**Run 1: clock wiring as the flow saved it**

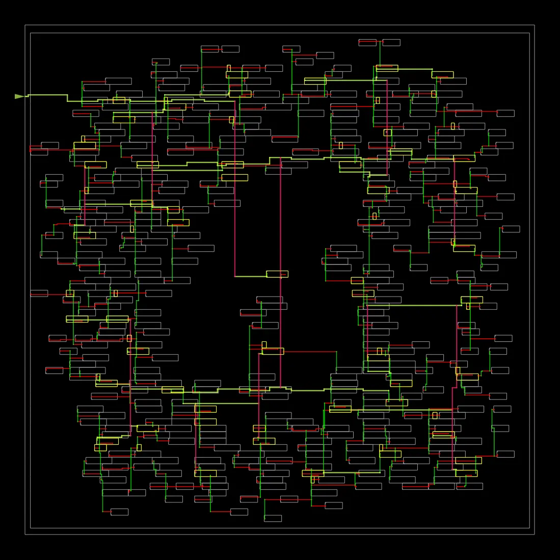
**Run 1: wire density map**

Scale bar: 50 um. 22 x 22 tiles, from dark blue (low) to red (high), scaled to the fullest tile. Values are wire area over tile area, all layers added.
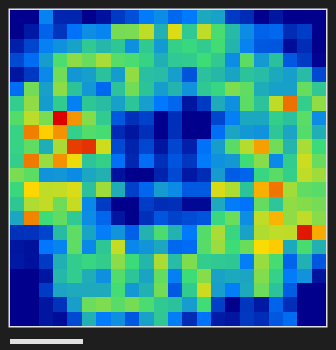
**Run 1: placed cells, one color a class**

Fill, decap, tap and diode cells in gray.
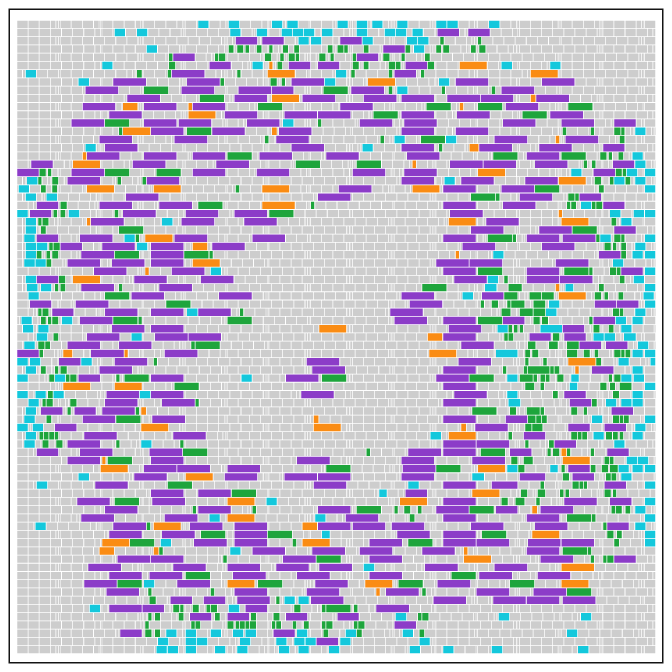
### src/rtl/wb_arbiter.sv
// wb_arbiter: merges single-cycle (port A) and multi-cycle (port B) results
// onto one register-file write port. Port-B results wait in a FIFO and are
// guaranteed service through a starvation counter and a one-cycle DRAIN state.
// Optional macro WB_ARBITER_BYPASS_EN adds two combinational forwarding taps
// on the registered write port.
module wb_arbiter #(
  parameter int FIFO_DEPTH = 4,
  parameter int STARVE_MAX = 4
) (
  input  logic                          clk,
  input  logic                          rst,
  input  logic                          a_valid,
  output logic                          a_ready,
  input  logic [4:0]                    a_rd,
  input  logic [63:0]                   a_data,
  input  logic                          b_valid,
  output logic                          b_ready,
  input  logic [4:0]                    b_rd,
  input  logic [63:0]                   b_data,
  output logic [4:0]                    w_addr,
  output logic [63:0]                   w_data,
  output logic                          w_ena,
`ifdef WB_ARBITER_BYPASS_EN
  input  logic [4:0]                    r_addr1,
  input  logic [4:0]                    r_addr2,
  output logic                          fwd_hit1,
  output logic                          fwd_hit2,
  output logic [63:0]                   fwd_data1,
  output logic [63:0]                   fwd_data2,
`endif
  output logic [$clog2(FIFO_DEPTH):0]   q_count
);

  localparam int PW = $clog2(FIFO_DEPTH);
  localparam int CW = PW + 1;
  localparam int SW = (STARVE_MAX > 1) ? $clog2(STARVE_MAX) : 1;
  localparam logic [SW-1:0] STARVE_LAST = SW'(STARVE_MAX - 1);
  localparam logic [CW-1:0] COUNT_FULL = CW'(FIFO_DEPTH);

  typedef enum logic {NORMAL, DRAIN} state_t;

  state_t        state_q, state_d;
  logic [SW-1:0] starve_q, starve_d;
  logic [PW-1:0] wrPtr_q, wrPtr_d, rdPtr_q, rdPtr_d;
  logic [CW-1:0] count_q, count_d;
  logic [4:0]    wAddr_q, wAddr_d;
  logic [63:0]   wData_q, wData_d;
  logic          wEna_q, wEna_d;
  logic [68:0]   mem_q [FIFO_DEPTH];

  logic          aWin, push, pop, qNonEmpty, toDrain;
  logic [68:0]   head;

  // Handshakes: both ports are held off while reset is asserted; A is also
  // held off for the single DRAIN cycle.
  always_comb begin
    a_ready   = rst & (state_q == NORMAL);
    b_ready   = rst & (count_q < COUNT_FULL);
    qNonEmpty = (count_q != '0);
    aWin      = a_valid & a_ready;
    push      = b_valid & b_ready;
    pop       = rst & qNonEmpty & ((state_q == DRAIN) | ~a_valid);
    head      = mem_q[rdPtr_q];
    toDrain   = (state_q == NORMAL) & aWin & qNonEmpty &
                ((count_q == COUNT_FULL) | (starve_q == STARVE_LAST));
  end

  // Next-state computation for queue pointers, arbitration state and write port.
  always_comb begin
    state_d  = state_q;
    starve_d = starve_q;
    wrPtr_d  = wrPtr_q;
    rdPtr_d  = rdPtr_q;
    count_d  = count_q;
    wEna_d   = 1'b0;
    wAddr_d  = wAddr_q;
    wData_d  = wData_q;

    if (push) wrPtr_d = wrPtr_q + PW'(1);
    if (pop)  rdPtr_d = rdPtr_q + PW'(1);

    case ({push, pop})
      2'b10:   count_d = count_q + CW'(1);
      2'b01:   count_d = count_q - CW'(1);
      default: count_d = count_q;
    endcase

    if (aWin) begin
      wAddr_d = a_rd;
      wData_d = a_data;
      wEna_d  = (a_rd != 5'd0);
    end else if (pop) begin
      wAddr_d = head[68:64];
      wData_d = head[63:0];
      wEna_d  = (head[68:64] != 5'd0);
    end

    if (pop)
      starve_d = '0;
    else if (aWin && qNonEmpty && (starve_q != STARVE_LAST))
      starve_d = starve_q + SW'(1);

    case (state_q)
      NORMAL:  state_d = toDrain ? DRAIN : NORMAL;
      DRAIN:   state_d = NORMAL;
      default: state_d = NORMAL;
    endcase
  end

  // Arbitration FSM, queue bookkeeping and the registered write port.
  always_ff @(posedge clk) begin
    if (!rst) begin
      state_q  <= NORMAL;
      starve_q <= '0;
      wrPtr_q  <= '0;
      rdPtr_q  <= '0;
      count_q  <= '0;
      wEna_q   <= 1'b0;
      wAddr_q  <= '0;
      wData_q  <= '0;
    end else begin
      state_q  <= state_d;
      starve_q <= starve_d;
      wrPtr_q  <= wrPtr_d;
      rdPtr_q  <= rdPtr_d;
      count_q  <= count_d;
      wEna_q   <= wEna_d;
      wAddr_q  <= wAddr_d;
      wData_q  <= wData_d;
    end
  end

  // Queue storage; contents need no reset because occupancy is tracked separately.
  always_ff @(posedge clk) begin
    if (push) mem_q[wrPtr_q] <= {b_rd, b_data};
  end

  assign w_ena   = wEna_q;
  assign w_addr  = wAddr_q;
  assign w_data  = wData_q;
  assign q_count = count_q;

`ifdef WB_ARBITER_BYPASS_EN
  // Forwarding taps: x0 never hits, so a zero read address always sees no forward.
  always_comb begin
    fwd_hit1  = wEna_q & (wAddr_q == r_addr1) & (r_addr1 != 5'd0);
    fwd_hit2  = wEna_q & (wAddr_q == r_addr2) & (r_addr2 != 5'd0);
    fwd_data1 = fwd_hit1 ? wData_q : 64'd0;
    fwd_data2 = fwd_hit2 ? wData_q : 64'd0;
  end
`endif

endmodule

### config.mk
export PLATFORM = sky130hd
export DESIGN_NAME = wb_arbiter
export DESIGN_NICKNAME = d
export VERILOG_FILES = /design/src/rtl/wb_arbiter.sv
export SDC_FILE = /design/constraint.sdc
export NUM_CORES = 1
export LEC_CHECK = 0
export CAP_MARGIN = 30
export CORE_MARGIN = 2
export CORE_UTILIZATION = 30
export DETAILED_ROUTE_END_ITERATION = 8
export PLACE_DENSITY_LB_ADDON = 0.2
export SLEW_MARGIN = 40
export SYNTH_ARGS = -nofsm -noshare
export SYNTH_HDL_FRONTEND = slang
export SYNTH_SLANG_ARGS = --single-unit
### constraint.sdc
create_clock -name clk -period 7.92 [get_ports clk]
set_clock_uncertainty 0.05 [all_clocks]
set_input_delay 1.584 -clock clk [delete_from_list [all_inputs] [get_ports clk]]
set_output_delay 1.584 -clock clk [all_outputs]
set_load 0.02 [all_outputs]
==> changes_impl.md, run 1 <==
### Physical design

* Setup crit end kind: output port
* Final Hold Fails at 0
* # resized after CTS at 0
* CP arrival at 3.24 ns
* Port Buffer Count at 216
* Nonclk buf count at 228
* Power consumption at 4690 uW
* CP required at 6.29 ns
* Buffering overhead at 13.0%
* Adder Area Share at 0.708%
* Yosys cell types at 33
* Ant diodes at 0
* Gate count of the mapped netlist at 818
* Area fraction in compound gates at 6.13%
* Die x size at 216 um
* Beginning of the worst hold path: w_data[15]
* Max VDD drop at 120 uV
* Logic area at 3260 um2
* Vias in the first global route at 8072
* Insertion Delay late pin at 0.55 ns
* # Taps at 592
* Crit share post-route at 61.5%
* Setup TNS at 0 ns
* Highest-count logic cell in the final layout: edfxtp_1
* Log Warnings at 29
* Critical path peak fanout at 83
* Highest Clock Rate at 205 MHz
* Die ar. at 46500 um2
* Ratio of cells with drive above 1 in the final layout at 14.3%
* Status: finished clean
* Floorplan Nets at 967
* Number of setup buffers added after CTS at 0
* Largest cell class by area: sequential cells
* Final WS setup at 3.05 ns
* Yosys top cell area share at 61.7%
* Placed Area at 16200 um2
* Residual DRC count at 0
* Leak at 0.00561 uW
* Top Layout Cells: edfxtp_1 (276), clkdlybuf4s50_1 (215), nand2_1 (141), dfxtp_1 (80), o21ai_0 (71)
* Total GRT Usage at 13.8%
* Post-DRT Antenna Nets at 0
* Worst reg2reg path depth at 9
* Post-synth mux share at 11.6%
* RSZ-0062 raised after global routing: false
-- 'clock wiring as the flow saved it' (at the start) --
Clock Sinks: 358
flip-flop and latch count: 358

-- 'wire density map' (at the start) --
- tiles over half the peak: 27%
- mean over tiles: 0.11
- fullest tile: 0.31
- nearly empty tiles: 8.1%
- emptiest ninth of the die: middle

-- 'placed cells, one color a class' (at the start) --
- registers: purple (cells 358)
- remaining buffers and delay cells: cyan (cells 228)
- clock drivers and dummy loads: orange (cells 77)
- remaining logic cells: green (cells 405)
Row Count: 77
Final Util: 39.8%
Seq/total area: 56.5%
Final Cell Area: 17600 um2

run 1: where the power goes:
part / switching (uW) / internal [uW] / total, uW
registers: 49.7 / 2130 / 2180
logic: 354 / 291 / 645
clock network: 730 / 1130 / 1860
run 1: cells in the mapped netlist (3+ instances only):
cell type  instances
ha_1               6
o21ai_0           71
clkbuf_1          37
edfxtp_1         276
and3_1             4
buf_4              5
nor2b_1            4
a31oi_1           69
xnor2_1            4
mux4_2            69
buf_2             10
inv_1              7
nor3_1             3
dfxtp_1           82
and2_1             7
nand2_1          142
run 1: cell families (layout without fill, tap and decap cells):
| family | Yosys count | count (layout) |
|---|---|---|
| buf+inv | 63 | 313 |
| mux | 70 | 70 |
| fa+ha+maj | 7 | 7 |
| compound gates | 146 | 146 |
| flops | 358 | 358 |
| xor+xnor | 5 | 5 |
| simple gates | 169 | 169 |
run 1: sequential cells by signal, indices dropped and copies added (netlist names), named ones only:
| register | count |
|---|---|
| wrPtr_q | 2 |
| w_ena | 1 |
| rdPtr_q | 2 |
| q_count | 3 |
| mem_q | 276 |
| state_q | 1 |
| starve_q | 2 |
| w_data | 64 |
| w_addr | 5 |
run 1: worst min path at each step:
stage                      end
floorplan           wrPtr_q[1]
global placement     w_data[7]
detailed placement  w_data[39]
CTS                 w_data[15]
global route        w_data[14]
finish              w_data[15]
run 1: critical path: cells and delay by family:
| kind | cells | cell delay [ns] |
|---|---|---|
| buffers and inverters | 3 | 1.24 |
| and+or+nand+nor | 1 | 0.38 |
run 1: layer usage:
| metal | part of all wire [%] | track usage [%] | vias up |
|---|---|---|---|
| li1 | - | - | 3610 |
| met1 | 48 | 19.7 | 3848 |
| met2 | 44 | 20.4 | 232 |
| met3 | 6.9 | 4.40 | 47 |
| met4 | 1.7 | 3.40 | 8 |
| met5 | 0.17 | 0 | - |
--- run 2 (diff from run 1) ---
- clock period: 7.92 -> 5.04 ns (I/O delays scaled with it)
**Run 2: M1 wires**

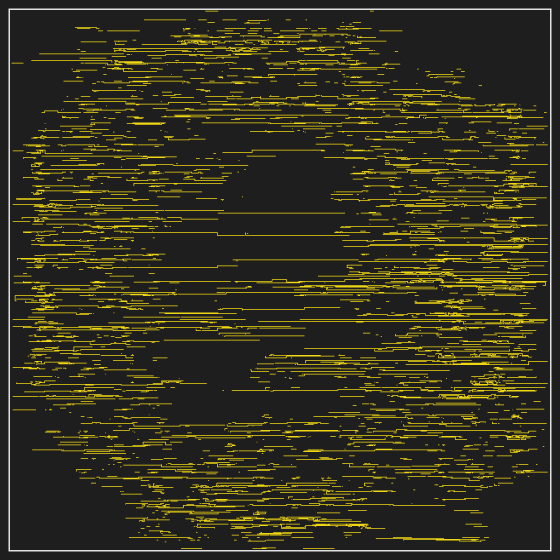
- share of all routed wire: 48%
- wire length on this layer: 15600 um
- nets with wire on the layer: 1080
- longest straight run: 98.9 um
DR vias: 7764
total wire length: 32.2 mm

**Run 2: placed cells, one color a class**

Fill, decap, tap and diode cells in gray.
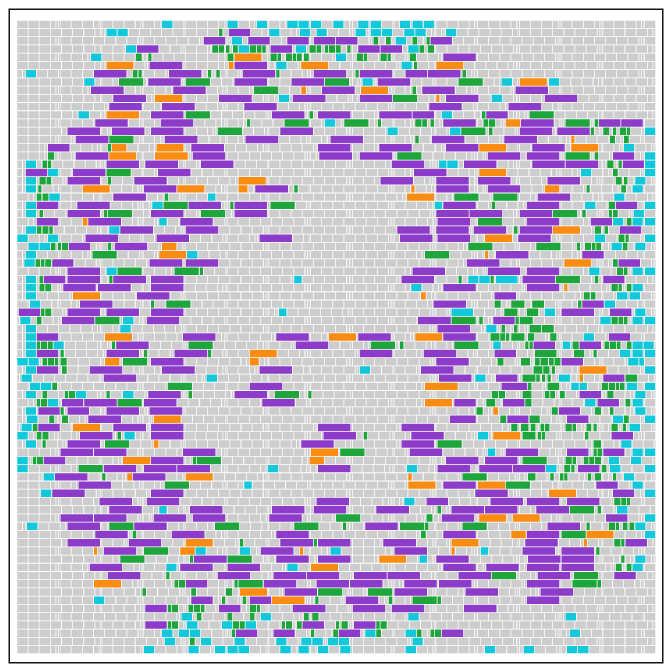
- remaining logic cells: green (cells 405)
- clock drivers and dummy loads: orange (cells 77)
- registers: purple (cells 358)
- remaining buffers and delay cells: cyan (cells 234)

**Run 2: met3 routing**

Scale bar: 50 um.
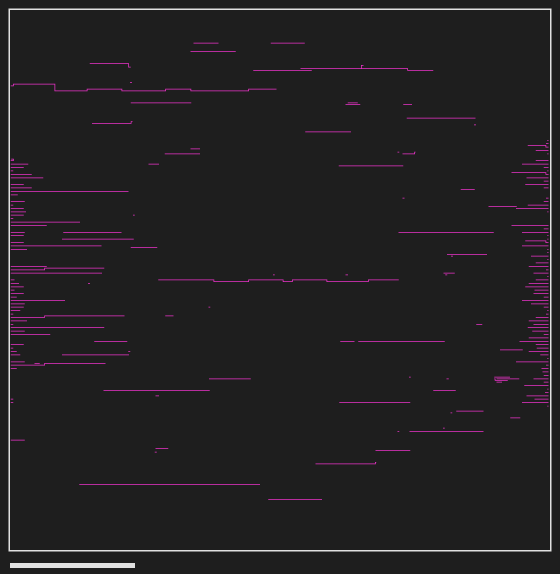
- longest straight run: 71.8 um
- share of all routed wire: 5.9%
- main direction: horizontal

==> run 2 against run 1 <==
Net effect: register-to-register slack worse by 2.6 ns; clock-buffer cell count down 1; synthesized area unchanged; sequential share of layout area down 0.43 points; power up 61%; via count up 0.25%; non-clock buffer count up 6; cell count up 0.36%; hold slack better by 0.0029 ns; sequential power up 57%; die area unchanged; clock power up 68%.
==> changes_impl.md, run 2 <==
### Physical design

* Die ar. at 46500 um2
* Ant diodes at 0
* Final Cell Area at 17700 um2
* Setup crit end kind: output port
* Floorplan Nets at 967
* RSZ-0062 raised after global routing: false
* Yosys top cell by instances: edfxtp_1
* Gate count of the mapped netlist at 818
* Highest Clock Rate at 277 MHz
* Row Count at 77
* Clock Sinks at 358
* Log Warnings at 29
* Post-DRT Antenna Nets at 0
* Commonest cells post-synth: edfxtp_1 (276), nand2_1 (142), dfxtp_1 (82), o21ai_0 (71)
* Top cell family by delay on the critical path: buffers and inverters
* Highest-count logic cell in the final layout: edfxtp_1
* # resized after CTS at 0
* Largest Register: mem_q
* Vias in the first global route at 8104
* Yosys top cell area share at 61.7%
* Status: finished clean
* Crit share post-route at 71.7%
* Residual DRC count at 0
* Die x size at 216 um
-- run 2: logic make-up (layout without fill, tap and decap cells) --
family          Yosys count  after routing  share of synthesized area [%]
simple gates            169            169                           5.17
buf+inv                  63            319                           2.05
compound gates          146            146                           6.13
mux                      70             70                           11.6
fa+ha+maj                 7              7                          0.708
xor+xnor                  5              5                          0.326
flops                   358            358                           74.0
-- run 2: final timing paths --
kind                    from         end  depth (start not counted)  slack, ns
hold / removal    w_data[15]  w_data[15]                          2       0.42
hold reg to reg   w_data[15]  w_data[15]                          2       0.42
setup / recovery         rst     b_ready                          3       1.43
setup reg to reg     state_q  q_count[2]                          9       2.68
-- run 2: tightest hold or removal path, delay by kind of cell, from the launching register on --
family	cells	cell delay, ns
flops	1	0.30
compound gates	1	0.07
simple gates	1	0.05
-- run 2: stage by stage --
step	instances	util, %	worst slack, ns	hold WS (ns)
4_1_cts	1666	40.1	1.41	0.426
6_report	1666	40.1	1.43	0.422
3_3_place_gp	1587	36.7	1.37	0.411
3_5_place_dp	1589	36.8	1.35	0.414
2_1_floorplan	818	-	1.17	0.411
5_1_grt	1666	40.1	1.26	0.437
-- run 2: final cells by class --
cell class / count / area [um2]
clock inverters: 15 / 180
inverters: 8 / 30.0
well taps: 592 / 741
multi-input cells: 397 / 3260
clock buffers: 62 / 1270
fillers: 4053 / 26500
flip-flops and latches: 358 / 9940
repair buffers: 234 / 2320
-- run 2: power by group --
| group | internal [uW] | switching, uW | leakage (uW) |
|---|---|---|---|
| registers | 3340 | 79.4 | 0.00319 |
| clock network | 1950 | 1180 | 0.000718 |
| logic | 457 | 556 | 0.00179 |
--- run 3 (diff from run 2) ---
- clock period: 5.04 -> 3.46 ns (I/O delays scaled with it)
**Run 3: met3 routing**

Scale bar: 50 um.
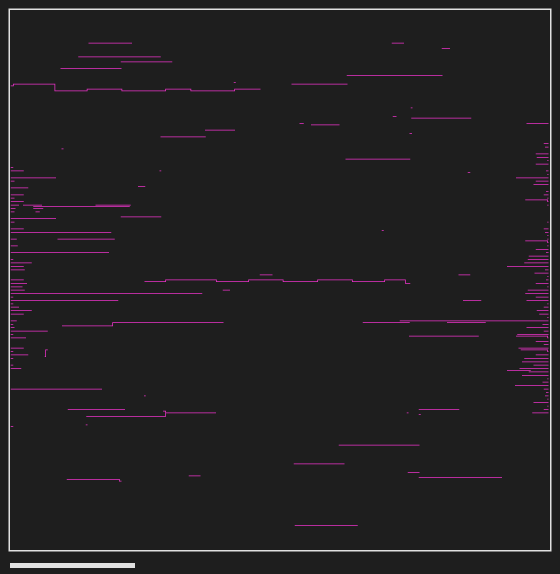
- nets with wire on the layer: 140
- longest straight run: 76.1 um
- main direction: horizontal
DR vias: 7767
total wire length: 31.6 mm
GRT met3 Usage: 3.31%

**Run 3: placed cells, one color a class**

Fill, decap, tap and diode cells in gray.
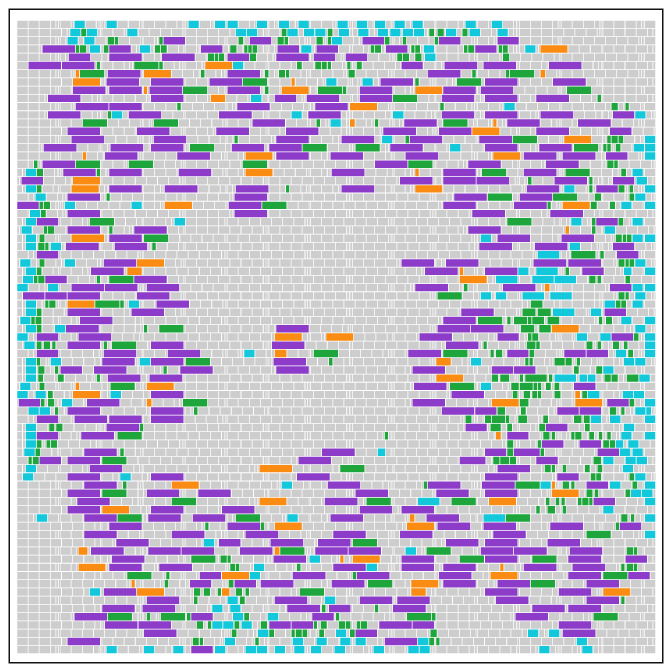
- remaining buffers and delay cells: cyan (cells 233)
- clock drivers and dummy loads: orange (cells 72)
- remaining logic cells: green (cells 405)
- registers: purple (cells 358)

**Run 3: wire density map**

Scale bar: 50 um. 22 x 22 tiles, from dark blue (low) to red (high), scaled to the fullest tile. Values are wire area over tile area, all layers added.
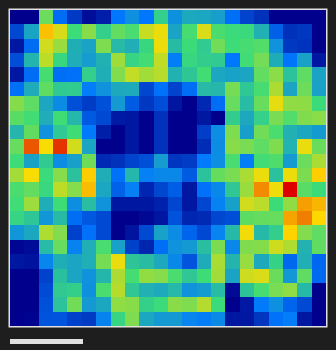
- densest ninth of the die: right middle
- emptiest ninth of the die: middle
- fullest tile: 0.29
- nearly empty tiles: 8.3%
Total GRT Usage: 13.8%
DR WL/cell: 19.0 um

==> run 3 against run 2 <==
Net effect: hold slack lost 0.0029 ns; sequential share of layout area grew 0.19 points; power grew 40%; clock-buffer cell count shrank 4; global-route usage shrank 0.22 points; largest cell class unchanged; highest routed layer is now met4.
==> changes_impl.md, run 3 <==
### Physical design

* Leak at 0.00563 uW
* Port Buffer Count at 216
* Final hold slack at 0.419 ns
* Final Hold Fails at 0
* Yosys top cell area share at 61.7%
* Critical path peak fanout at 15
* Final Cell Area at 17700 um2
* Largest Register: mem_q
* Post-Layout Cell Count at 1662
* Highest-count logic cell in the final layout: edfxtp_1
* Row Count at 77
* Internal power at 8020 uW
* Highest Clock Rate at 354 MHz
* RSZ-0062 raised after global routing: false
* Status: finished clean
* Yosys cell types at 33
* Comb power frac at 14.1%
* Met1 Resource Use GR at 18.8%
* Power consumption at 10600 uW
* Die ar. at 46500 um2
* Crit share post-route at 81.6%
* Commonest cells post-synth: edfxtp_1 (276), nand2_1 (142), dfxtp_1 (82), o21ai_0 (71)
* Final WS setup at 0.635 ns
* Number of setup buffers added after CTS at 0
* CP startpoint: rst
* Setup TNS at 0 ns
* Post-DRT Antenna Nets at 0
* Yosys top cell by instances: edfxtp_1
* Log Warnings at 29
* Clock share of power at 38.9%
* CP arrival at 2.08 ns
* Final Util at 40.0%
* Beginning of the worst hold path: w_addr[2]
* Pre-CTS setup slack at 0.557 ns
* Max VDD drop at 338 uV
* Residual DRC count at 0
-- run 3: path summary, 6_finish.rpt --
path         cells after the start  slack, ns    endpoint
min reg2reg                      2       0.42   w_addr[2]
min                              2       0.42   w_addr[2]
max                              3       0.64     b_ready
max reg2reg                      9       1.17  q_count[2]
-- run 3: power groups by stage --
| stage | logic (uW) | registers, uW | clock network, uW |
|---|---|---|---|
| floorplan | 645 | 5210 | 0 |
| global placement | 1530 | 5060 | 0 |
| detailed placement | 1530 | 5070 | 0 |
| CTS | 1540 | 4980 | 4280 |
| global route | 1640 | 5000 | 4430 |
| finish | 1500 | 4980 | 4130 |
-- run 3: final cells by class --
cell class	count	area, um2	area share (%)
Clock inverter	14	131	0.743
Clock buffer	58	1150	6.51
Inverter	8	30.0	0.170
Multi-Input combinational cell	397	3250	18.4
Timing Repair Buffer	233	2430	13.7
Sequential cell	358	9940	56.2
Antenna cell	2	5.00	0.0283
Tap cell	592	741	4.19
-- run 3: cells by family (layout without fill, tap and decap cells) --
logic type / count (synthesis) / in the layout / share of synthesized area (%)
multiplexers: 70 / 70 / 11.6
XOR/XNOR: 5 / 5 / 0.326
AND/OR/NAND/NOR: 169 / 169 / 5.17
flip-flops: 358 / 358 / 74.0
AND-OR/OR-AND: 146 / 146 / 6.13
adder cells (fa/ha/maj): 7 / 7 / 0.708
buffers and inverters: 63 / 313 / 2.05
other: 0 / 2 / 0
-- run 3: layer usage --
layer | vias to the layer above | wire (um)
li1 | 3610 | -
met1 | 3908 | 14600
met2 | 206 | 14600
met3 | 43 | 1770
met4 | 0 | 642
met5 | - | 0
-- run 3: critical path: stages --
cell and delay, ns:
buf_2 0.21, nor2b_1 0.46, clkdlybuf4s50_1 0.71
Power figures rest on the tool's default switching activity, not on a simulated workload.
